<file path="config.mk">
export PLATFORM = sky130hd
export DESIGN_NAME = rf_access_arbiter
export DESIGN_NICKNAME = d
export VERILOG_FILES = /design/src/rtl/rf_access_arbiter.sv
export SDC_FILE = /design/constraint.sdc
export NUM_CORES = 1
export LEC_CHECK = 0
export CORE_AREA = 2 2 108 110
export CTS_CLUSTER_DIAMETER = 30
export DETAILED_ROUTE_END_ITERATION = 7
export DIE_AREA = 0 0 110 112
export PLACE_DENSITY_LB_ADDON = 0.25
export SETUP_SLACK_MARGIN = 0.02
export SYNTH_ARGS = -nofsm -noshare
export SYNTH_HDL_FRONTEND = slang
export SYNTH_SLANG_ARGS = --single-unit
</file>
<file path="constraint.sdc">
create_clock -name clk -period 4 [get_ports clk]
set_clock_uncertainty 0.05 [all_clocks]
set_input_delay 0.8 -clock clk [delete_from_list [all_inputs] [get_ports clk]]
set_output_delay 0.8 -clock clk [all_outputs]
set_load 0.02 [all_outputs]
</file>
<file path="src/rtl/rf_access_arbiter.sv">
// Two-port arbiter in front of the register file: clears x1..x31 after reset, then
// grants one core/debug transaction per cycle. Optional macro RF_BYPASS_EN forwards same-transaction writes.
module rf_access_arbiter #(
  parameter int ARB_MODE   = 1,
  parameter int INIT_CLEAR = 1
) (
  input  logic        clk,
  input  logic        rst_n,
  input  logic        p0_valid,
  input  logic        p1_valid,
  output logic        p0_ready,
  output logic        p1_ready,
  input  logic        p0_we,
  input  logic        p1_we,
  input  logic [4:0]  p0_ra1,
  input  logic [4:0]  p0_ra2,
  input  logic [4:0]  p1_ra1,
  input  logic [4:0]  p1_ra2,
  input  logic [4:0]  p0_wa,
  input  logic [4:0]  p1_wa,
  input  logic [31:0] p0_wd,
  input  logic [31:0] p1_wd,
  output logic        p0_rsp_valid,
  output logic        p1_rsp_valid,
  output logic [31:0] rsp_rd1,
  output logic [31:0] rsp_rd2,
  output logic        init_busy,
  output logic [4:0]  rf_A1,
  output logic [4:0]  rf_A2,
  output logic [4:0]  rf_A3,
  output logic [31:0] rf_WD,
  output logic        rf_WE,
  input  logic [31:0] rf_RD1,
  input  logic [31:0] rf_RD2
);

  // Handshake: a transaction on port x is accepted in any cycle where px_valid && px_ready;
  // its response is a one-cycle px_rsp_valid pulse in the next cycle.
  typedef enum logic {ST_INIT, ST_RUN} state_e;

  state_e      state_q;
  logic [4:0]  cnt_q;
  logic        rr_last_q;
  logic        init_busy_q;
  logic        rsp0_q, rsp1_q;
  logic [4:0]  a1_q, a2_q, a3_q;
  logic [31:0] wd_q;

  logic        run, tie, gnt0, gnt1, rsp_any;
  logic [4:0]  a1_d, a2_d, a3_d;
  logic [31:0] wd_d;
  logic        we_d;
  logic [31:0] rd1_src, rd2_src;

  // rr_last_q = 1 means port 1 won the last contended cycle, so port 0 wins the next tie.
  assign run  = rst_n && (state_q == ST_RUN);
  assign tie  = p0_valid && p1_valid;
  assign gnt0 = run && p0_valid && (!p1_valid || (ARB_MODE == 0) || rr_last_q);
  assign gnt1 = run && p1_valid && !gnt0;

  assign p0_ready  = gnt0;
  assign p1_ready  = gnt1;
  assign init_busy = init_busy_q;

  always_comb begin
    a1_d = a1_q;
    a2_d = a2_q;
    a3_d = a3_q;
    wd_d = wd_q;
    we_d = 1'b0;
    if (rst_n && (state_q == ST_INIT)) begin
      a1_d = '0;
      a2_d = '0;
      a3_d = cnt_q;
      wd_d = '0;
      we_d = 1'b1;
    end else if (gnt0) begin
      a1_d = p0_ra1;
      a2_d = p0_ra2;
      a3_d = p0_wa;
      wd_d = p0_wd;
      we_d = p0_we && (p0_wa != 5'd0);
    end else if (gnt1) begin
      a1_d = p1_ra1;
      a2_d = p1_ra2;
      a3_d = p1_wa;
      wd_d = p1_wd;
      we_d = p1_we && (p1_wa != 5'd0);
    end
  end

  assign rf_A1 = a1_d;
  assign rf_A2 = a2_d;
  assign rf_A3 = a3_d;
  assign rf_WD = wd_d;
  assign rf_WE = we_d;

  // Idle cycles re-drive the last addresses so the register file inputs do not toggle.
  always_ff @(posedge clk) begin
    if (!rst_n) begin
      a1_q <= '0;
      a2_q <= '0;
      a3_q <= '0;
      wd_q <= '0;
    end else begin
      a1_q <= a1_d;
      a2_q <= a2_d;
      a3_q <= a3_d;
      wd_q <= wd_d;
    end
  end

  always_ff @(posedge clk) begin
    if (!rst_n) begin
      state_q     <= (INIT_CLEAR != 0) ? ST_INIT : ST_RUN;
      cnt_q       <= 5'd1;
      init_busy_q <= (INIT_CLEAR != 0);
      rr_last_q   <= 1'b1;
      rsp0_q      <= 1'b0;
      rsp1_q      <= 1'b0;
    end else begin
      rsp0_q <= gnt0;
      rsp1_q <= gnt1;
      case (state_q)
        ST_INIT: begin
          if (cnt_q == 5'd31) begin
            state_q     <= ST_RUN;
            init_busy_q <= 1'b0;
            cnt_q       <= 5'd1;
          end else begin
            cnt_q <= cnt_q + 5'd1;
          end
        end
        ST_RUN: begin
          if (tie && (gnt0 || gnt1)) rr_last_q <= gnt1;
        end
        default: state_q <= ST_INIT;
      endcase
    end
  end

`ifdef RF_BYPASS_EN
  logic        byp_we_q;
  logic [4:0]  byp_wa_q, byp_ra1_q, byp_ra2_q;
  logic [31:0] byp_wd_q;

  always_ff @(posedge clk) begin
    if (!rst_n) begin
      byp_we_q  <= 1'b0;
      byp_wa_q  <= '0;
      byp_ra1_q <= '0;
      byp_ra2_q <= '0;
      byp_wd_q  <= '0;
    end else begin
      byp_we_q  <= (gnt0 || gnt1) && we_d;
      byp_wa_q  <= a3_d;
      byp_ra1_q <= a1_d;
      byp_ra2_q <= a2_d;
      byp_wd_q  <= wd_d;
    end
  end

  // byp_we_q already excludes x0, so a match here is always a real write.
  assign rd1_src = (byp_we_q && (byp_wa_q == byp_ra1_q)) ? byp_wd_q : rf_RD1;
  assign rd2_src = (byp_we_q && (byp_wa_q == byp_ra2_q)) ? byp_wd_q : rf_RD2;
`else
  assign rd1_src = rf_RD1;
  assign rd2_src = rf_RD2;
`endif

  // Responses are squashed while reset is held so nothing leaks out of a reset cycle.
  assign p0_rsp_valid = rsp0_q && rst_n;
  assign p1_rsp_valid = rsp1_q && rst_n;
  assign rsp_any      = p0_rsp_valid || p1_rsp_valid;
  assign rsp_rd1      = rsp_any ? rd1_src : '0;
  assign rsp_rd2      = rsp_any ? rd2_src : '0;

endmodule

</file>
Run 1, register map, names as in the netlist:
The bar under the picture is 20 um long.
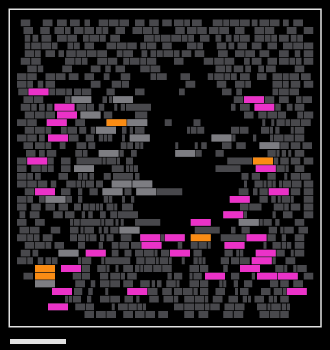
- wd_q: magenta (placed flops 32)
- a1_q: orange (placed flops 5)

Run 1, congestion heat map:
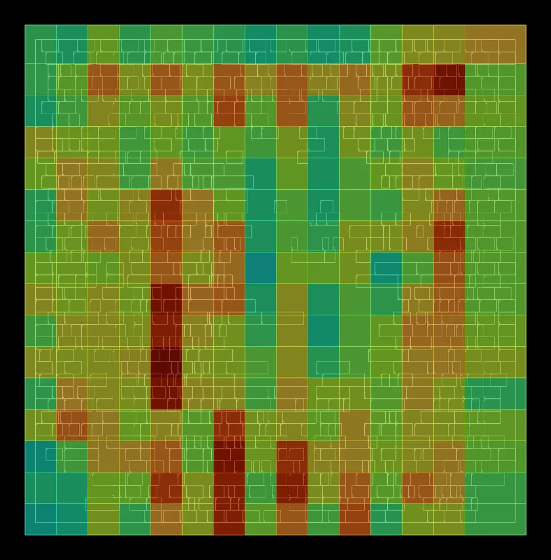
total global-route track usage: 22.23%
wire length per cell: 16.60 um
met1 usage: 26.71%
Core Util, Final: 59.99%
GRT met3 Usage: 5.738%

==> Implementation_results.wiki, run 1 <==
== Flow metrics ==
{| class="wikitable"
! Metric !! Value
|-
| NumNets Final || 876
|-
| Number of buffers inserted during clock tree synthesis || 9
|-
| Max cap viols || 0
|-
| Floorplan utilization || 31.14%
|-
| Setup TNS Final || 0 ns
|-
| Worst endpoint required time || 3.15 ns
|-
| Place WS || 0.1406 ns
|-
| Clock Latency Late Sink || 0.32 ns
|-
| Number of antenna violations at the first check in global routing || 0
|-
| Hold path depth || 2
|-
| Vertical die dimension || 112 um
|-
| TritonCTS sink count || 57
|-
| Width of the die || 110 um
|-
| Number of setup violations in the final report || 0
|-
| Yosys Warn Count || 0
|-
| Leakage || 2.348 nW
|-
| Flops after synth || 57
|-
| Final GP Congestion || 0.8037
|-
| Pins Over Slew Limit || 0
|-
| Buffers on Ports || 280
|-
| Number of instances in the synthesized netlist || 445
|-
| Min-delay worst type || reg2reg
|-
| Cell-by-cell trace of the critical path || clkdlybuf4s50_1 > a21boi_2 > nand3_2 > inv_2 > buf_4 > a22oi_1 > a22oi_1 > clkdlybuf4s50_1
|-
| Data arrival time at the worst-slack endpoint || 3.03 ns
|-
| Critical hold path startpoint || init_busy
|-
| CP Class || in2out
|-
| Max Fclk || 0.2581 GHz
|-
| Library cell used as clock root buffer || sky130_fd_sc_hd__clkbuf_16
|-
| Hold Vio Cnt, Final || 0
|-
| Hold path endpoint || init_busy
|-
| Mean cell area of the mapped netlist || 7.819 um2
|-
| Number of diodes || 0
|-
| Maximum number of pins on one net before global-route repair || 65
|-
| Count of unique library cells instantiated by Yosys || 39
|-
| Fill count || 999
|-
| Yosys cell count || 445
|-
| Pre-antenna DRT Iters || 4
|-
| Power density normalized to cell area || 224.7 nW/um2
|-
| Share of the yosys chip area belonging to registers || 32.79%
|-
| Unrepaired setup endpoints after global routing || no
|-
| R2r worst-path depth || 5
|-
| Peak supply drop || 0.1908 mV
|-
| Synth async-reset ratio || 0%
|-
| Delay of the slowest cell on the worst path || 0.66 ns
|-
| Netlist Area Pre-Place || 3480 um2
|-
| Maximum fanout along the worst path || 15
|-
| Number of warnings in the stage logs || 26
|-
| Post-detail-place hpwl || 10550 um
|-
| Nature of the critical path endpoint || primary output
|-
| Remaining antenna violation count || 0
|-
| Most popular library cell in the synthesized design by count || sky130_fd_sc_hd__and2_1
|-
| Number of logic gates || 340
|-
| Via-to-Cell Ratio || 5.163
|-
| Register-to-register path setup slack || 2.33 ns
|-
| Die outline area || 12320 um2
|-
| Post-Place Cells || 842
|-
| Combinational gate area || 2132 um2
|-
| Leading register cell type out of synthesis || sky130_fd_sc_hd__dfxtp_1
|-
| Tap cells || 143
|-
| Dominant cell type by area after synthesis || sky130_fd_sc_hd__dfxtp_1
|-
| Clk cell area share || 4.050%
|-
| Final period util || 96.88%
|-
| Main area contributors after synthesis || sky130_fd_sc_hd__dfxtp_1, sky130_fd_sc_hd__and2_1, sky130_fd_sc_hd__a311oi_1
|-
| Number of nets produced by synthesis || 611
|-
| Area Overhead vs Synth || 92.66%
|-
| R2r startpoint || state_q
|-
| Commonest cells post-synth || sky130_fd_sc_hd__and2_1, sky130_fd_sc_hd__nand2_1, sky130_fd_sc_hd__dfxtp_1, sky130_fd_sc_hd__o21ai_0, sky130_fd_sc_hd__a311oi_1
|-
| Worst-path clk slew || 0.05 ns
|-
| Non-Filler Instances || 858
|-
| Count of clock-net buffers in the final layout || 9
|-
| Run status || finished clean
|}
Run 1, metal 2:
The bar under the picture is 20 um long.
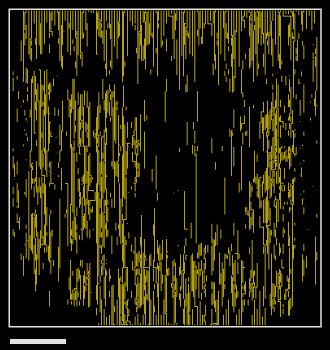
- wire length on this layer: 6990 um
- nets with wire on the layer: 748
- longest straight run: 54.1 um
- main direction: vertical
- share of all routed wire: 49%
total length of routed wires: 14250 um
total number of vias: 4430
met2 usage: 37.96%

-- run 1: kinds of logic (layout without fill, tap and decap cells) --
kind of cell	Yosys count	in the layout	synth area share (%)
buffers and inverters	48	318	6.149
AND-OR/OR-AND	136	136	29.59
adder cells (fa/ha/maj)	2	2	0.7191
flip-flops	57	57	32.79
XOR/XNOR	1	1	0.2518
multiplexers	2	2	0.5754
AND/OR/NAND/NOR	199	199	29.92
-- run 1: worst max-delay path by stage --
stage | end | startpoint | cells after the start | slack [ns]
floorplan | rf_A1[4] | p1_valid | 6 | 1.10
global placement | rf_WD[18] | p0_valid | 7 | 0.19
detailed placement | rf_WD[21] | p0_valid | 7 | 0.14
CTS | rf_WD[21] | p0_valid | 7 | 0.12
global route | rf_A1[0] | p0_valid | 8 | 0.03
finish | rf_A3[0] | p0_valid | 8 | 0.12
-- run 1: state kept, by name (all words and copies together), names as in the netlist --
name,count
a1_q,5
rsp1_q,1
wd_q,32
a3_q,5
rsp0_q,1
init_busy,1
cnt_q,5
rr_last_q,1
a2_q,5
state_q,1
-- run 1: per-stage QoR --
step / hold slack (ns) / instance area [um2] / power, W
6_report: 0.4240 / 6704 / 0.001506
5_1_grt: 0.4456 / 6704 / 0.001574
4_1_cts: 0.4302 / 6695 / 0.001524
3_5_place_dp: 0.4161 / 6424 / 0.0008273
3_3_place_gp: 0.4116 / 6424 / 0.0008254
2_1_floorplan: 0.4150 / 3480 / 0.0006361
-- run 1: power by group --
group / total [W] / switching, W / internal (W)
sequential: 0.000580 / 0.00000602 / 0.000574
clock: 0.000690 / 0.000273 / 0.000417
combinational: 0.000237 / 0.0000712 / 0.000166
-- run 1: routing by layer --
metal	wire [um]	GRT usage (%)
met1	5853	26.71
met2	6993	37.96
met3	1132	5.738
met4	266	7.511
met5	0	0
Run 1, the metal 3 layer:
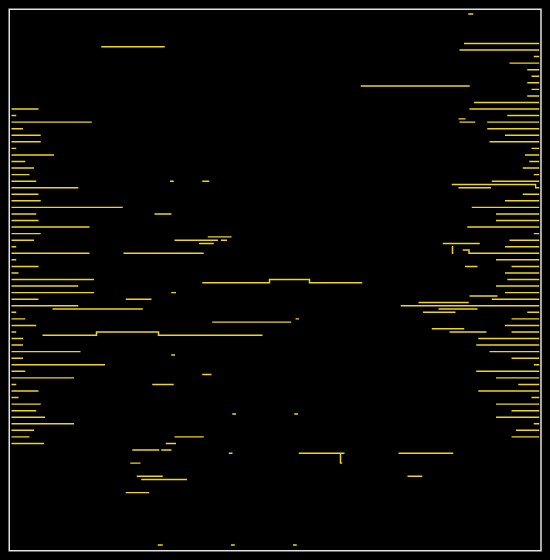

==> run 1 -> run 2 <==
Settings changed: CORE_AREA 2 2 108 110 to 3 3 109 111, DIE_AREA 0 0 110 112 to 0 0 112 114, RECOVER_POWER set to 100.
Run 2, the metal 3 layer:
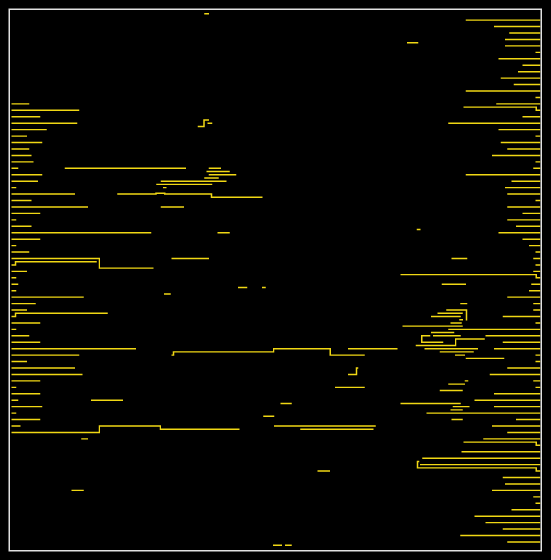
- longest straight run: 29.2 um
- wire length on this layer: 1450 um
- share of all routed wire: 9.4%
- main direction: horizontal
- nets with wire on the layer: 169

Run 2, metal 2:
The bar under the picture is 20 um long.
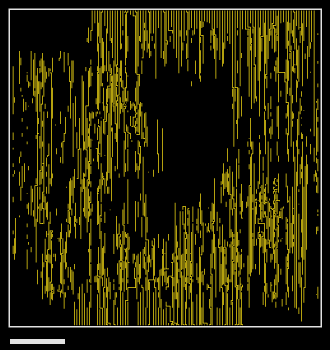
- share of all routed wire: 50%
- longest straight run: 54.4 um
total length of routed wires: 15410 um
met2 usage: 40.05%

==> run 2 against run 1 <==
Net effect: sequential share of layout area rose by 0.51 points; largest power group unchanged; largest cell class unchanged; hold slack improved by 0.024 ns; wire length rose by 8.2%; via count fell by 0.14%; cell area fell by 2.9%; power fell by 7.3%.
==> Implementation_results.wiki, run 2 <==
== Flow metrics ==
{| class="wikitable"
! Metric !! Value
|-
| Run status || finished clean
|-
| Final design instance area without fill || 6507 um2 (-2.9%)
|-
| Met2 wire length || 7771 um (+11%)
|-
| Maximum count of clock buffers along a single path || 2
|-
| Number of setup buffers added after CTS || 0
|-
| Busiest metal layer after global routing || met2
|-
| Yosys cell count || 445 (unchanged)
|-
| Cell-by-cell trace of the critical path || clkdlybuf4s50_1 > and2b_1 > nor2b_2 > nand3_2 > inv_4 > a221o_1 > o21a_1 > clkdlybuf4s50_1
|-
| Width of the die || 112 um (+1.8%)
|-
| Remaining antenna violation count || 0 (unchanged)
|-
| Flip-flop count of the largest register after layout || 32 (unchanged)
|-
| Worst endpoint required time || 3.15 ns (about the same)
|-
| Peak supply drop || 0.1551 mV (-19%)
|-
| Leading register cell type out of synthesis || sky130_fd_sc_hd__dfxtp_1
|-
| Routed wl met3 || 1449 um (+28%)
|-
| Hold path depth || 2 (unchanged)
|-
| Post-route worst setup slack || 0.1340 ns
|-
| Number of antenna violations at the first check in global routing || 0 (unchanged)
|-
| Number of nets produced by synthesis || 611 (unchanged)
|-
| Main area contributors after synthesis || sky130_fd_sc_hd__dfxtp_1, sky130_fd_sc_hd__and2_1, sky130_fd_sc_hd__a311oi_1
|-
| Actual transition at the worst max-transition pin || 0.8830 ns
|-
| Max cap viols || 0 (unchanged)
|-
| Deepest level of the CTS H-tree || 3
|-
| Met1 usage || 24.56% (-2.1 points)
|-
| Crit path time final || 3.866 ns
|-
| Number of synthesized flops with an enable pin || 0
|-
| Launch point of the worst path || p1_valid
|-
| Setup TNS Final || 0 ns (unchanged)
|-
| CP Class || in2out
|-
| Core Util, Final || 59.77% (-0.23 points)
|-
| Non-Filler Instances || 855 (-0.35%)
|-
| Nature of the critical path endpoint || primary output
|-
| Most popular library cell in the synthesized design by count || sky130_fd_sc_hd__and2_1
|-
| Number of instances in the synthesized netlist || 445 (unchanged)
|-
| Delay of the slowest cell on the worst path || 0.62 ns (-0.04 ns)
|-
| Max layer used || met4
|-
| Floorplan row count || 38
|-
| Commonest cells post-synth || sky130_fd_sc_hd__and2_1, sky130_fd_sc_hd__nand2_1, sky130_fd_sc_hd__dfxtp_1, sky130_fd_sc_hd__o21ai_0, sky130_fd_sc_hd__a311oi_1
|-
| Register-to-register path setup slack || 1.99 ns (-0.34 ns)
|-
| Min-delay worst type || reg2reg
|-
| Count of unique library cells instantiated by Yosys || 39 (unchanged)
|-
| Unrepaired setup endpoints after global routing || no
|-
| Number of setup violations in the final report || 0 (unchanged)
|-
| Netlist Area Pre-Place || 3480 um2 (unchanged)
|-
| Area share of the leading cell type in the synthesized netlist || 32.79%
|-
| Pins Over Slew Limit || 0 (unchanged)
|-
| Leakage || 2.406 nW (+2.5%)
|-
| Leading cell types in the layout, fill and taps excluded || sky130_fd_sc_hd__clkdlybuf4s50_1, sky130_fd_sc_hd__nand2_1, sky130_fd_sc_hd__and2_1, sky130_fd_sc_hd__dfxtp_1, sky130_fd_sc_hd__dlygate4sd3_1
|-
| Most frequent CP cell || sky130_fd_sc_hd__clkdlybuf4s50_1
|-
| Fin Hold WS || 0.4475 ns (+0.02355 ns)
|-
| Library cell used as clock root buffer || sky130_fd_sc_hd__clkbuf_8
|-
| First-pass GRT wire length || 22640 um
|-
| Wire length per cell || 18.02 um (+8.6%)
|-
| Most common cell after layout, fill and taps aside || sky130_fd_sc_hd__clkdlybuf4s50_1
|-
| Post-route total power || 0.001396 W (-7.3%)
|-
| Post_cts resized || 0
|-
| Share of the yosys chip area belonging to registers || 32.79% (unchanged)
|-
| Total global-route track usage || 22.16% (-0.072 points)
|-
| Data arrival time at the worst-slack endpoint || 3.02 ns (about the same)
|-
| Yosys Warn Count || 0 (unchanged)
|-
| Io pins || 281
|-
| R2r worst-path depth || 5 (unchanged)
|-
| Post-Place Cells || 839 (-0.36%)
|-
| R2r startpoint || state_q
|-
| Violation tally from detailed-route iteration zero || 343
|-
| Slowest cell on crit path || sky130_fd_sc_hd__clkdlybuf4s50_1
|-
| Floorplan utilization || 31.96% (+0.82 points)
|-
| Synthesized chip area reported by yosys || 3480 um2
|-
| CTS tree || yes
|-
| Quantity of hold-fixing buffers added after cts || 0
|-
| Power density normalized to cell area || 214.6 nW/um2 (-4.5%)
|-
| Max Fclk || 0.2587 GHz (+0.24%)
|-
| Maximum fanout along the worst path || 14 (-1)
|-
| Final period util || 96.65% (-0.23 points)
|-
| Startpoint Class || primary input
|-
| Worst flop-to-flop path endpoint || wd_q[23]
|-
| Vertical die dimension || 114 um (+1.8%)
|-
| DRC viols || 0
|-
| Pre-antenna DRT Iters || 5 (+1)
|-
| GRT met3 Usage || 8.011% (+2.3 points)
|-
| Number of buffers inserted during clock tree synthesis || 9 (unchanged)
|-
| Vias in the first global route || 4255
|-
| Flops after synth || 57 (unchanged)
|-
| TritonCTS sink count || 57 (unchanged)
|-
| Critical hold path startpoint || wd_q[8]
|-
| Relative slew slack || 41.13%
|-
| Clock Latency Late Sink || 0.33 ns (about the same)
|-
| Number of diodes || 0 (unchanged)
|-
| Die outline area || 12770 um2 (+3.6%)
|-
| Hold Vio Cnt, Final || 0 (unchanged)
|-
| Synth async-reset ratio || 0% (unchanged)
|-
| Global route overflow || 0
|-
| Routed length on met1 || 5850 um (about the same)
|-
| Place WS || 0.07362 ns (-0.06697 ns)
|-
| Register ranked first by flip-flop count || wd_q
|-
| Buffers on Ports || 280 (unchanged)
|-
| Maximum number of pins on one net before global-route repair || 65 (unchanged)
|-
| Worst-path clk slew || 0.07 ns (+0.02 ns)
|-
| Top cell family by delay on the critical path || buffers and inverters
|-
| Hold path endpoint || wd_q[8]
|-
| Final GP Congestion || 0.9310 (+16%)
|-
| Post-detail-place hpwl || 11780 um (+12%)
|-
| Standard cell core area || 10890 um2
|-
| Dominant cell type by area after synthesis || sky130_fd_sc_hd__dfxtp_1
|-
| Mean cell area of the mapped netlist || 7.819 um2 (unchanged)
|-
| Total buffers and inverters traversed by the critical path || 3
|-
| Area Overhead vs Synth || 87.02%
|-
| Share of layout cells above drive strength 1 || 5.315%
|-
| Via-to-Cell Ratio || 5.174 (+0.21%)
|-
| Total number of vias || 4424 (-0.14%)
|-
| Dpl cell area || 6422 um2 (about the same)
|-
| NumNets Final || 876 (unchanged)
|-
| Number of warnings in the stage logs || 26 (unchanged)
|}
==> run 2: cell count changes in the layout (fill, tap and decap cells not counted), sizes merged <==
cell / delta
dlygate4sd3: +53
clkinv: -2
clkinvlp: -1
clkbuf: +25
bufinv: +1
dlymetal6s2s: -1
buf: -3
clkdlybuf4s50: -72
==> run 2: final cells by class <==
| type | instances | area [um2] |
|---|---|---|
| Clock buffer | 11 | 151.4 |
| Clock inverter | 5 | 62.56 |
| Fill cell | 1029 | 4380 |
| Inverter | 7 | 31.28 |
| Multi-Input combinational cell | 340 | 2132 |
| Sequential cell | 57 | 1141 |
| Tap cell | 140 | 175.2 |
| Timing Repair Buffer | 295 | 2814 |
==> run 2: cell families after synthesis <==
kind of cell    after synthesis  synth area share, %
simple gates                199                29.92
mux                           2               0.5754
xor+xnor                      1               0.2518
flops                        57                32.79
fa+ha+maj                     2               0.7191
compound gates              136                29.59
buf+inv                      48                6.149
==> run 2: worst min-delay path: cells and delay by family, from the launching register on <==
family           cells  cell delay, ns
flip-flops           1            0.30
AND/OR/NAND/NOR      1            0.07
AND-OR/OR-AND        1            0.08
==> run 2: report_power, final <==
group          switching, W  internal, W
clock              0.000255     0.000325
sequential       0.00000613     0.000573
combinational     0.0000727     0.000165
total              0.000333      0.00106
==> run 2: how the worst max path moves through the flow <==
| stage | endpoint | depth (start not counted) | slack [ns] |
|---|---|---|---|
| after floorplan | rf_A1[4] | 6 | 1.10 |
| after global placement | rf_WD[7] | 8 | 0.16 |
| after detailed placement | rf_WD[7] | 8 | 0.07 |
| after CTS | rf_WD[7] | 8 | 0.06 |
| after global routing | rf_WD[10] | 8 | 0.02 |
| final | rf_A3[1] | 8 | 0.13 |
Power and IR drop assume default switching activity.
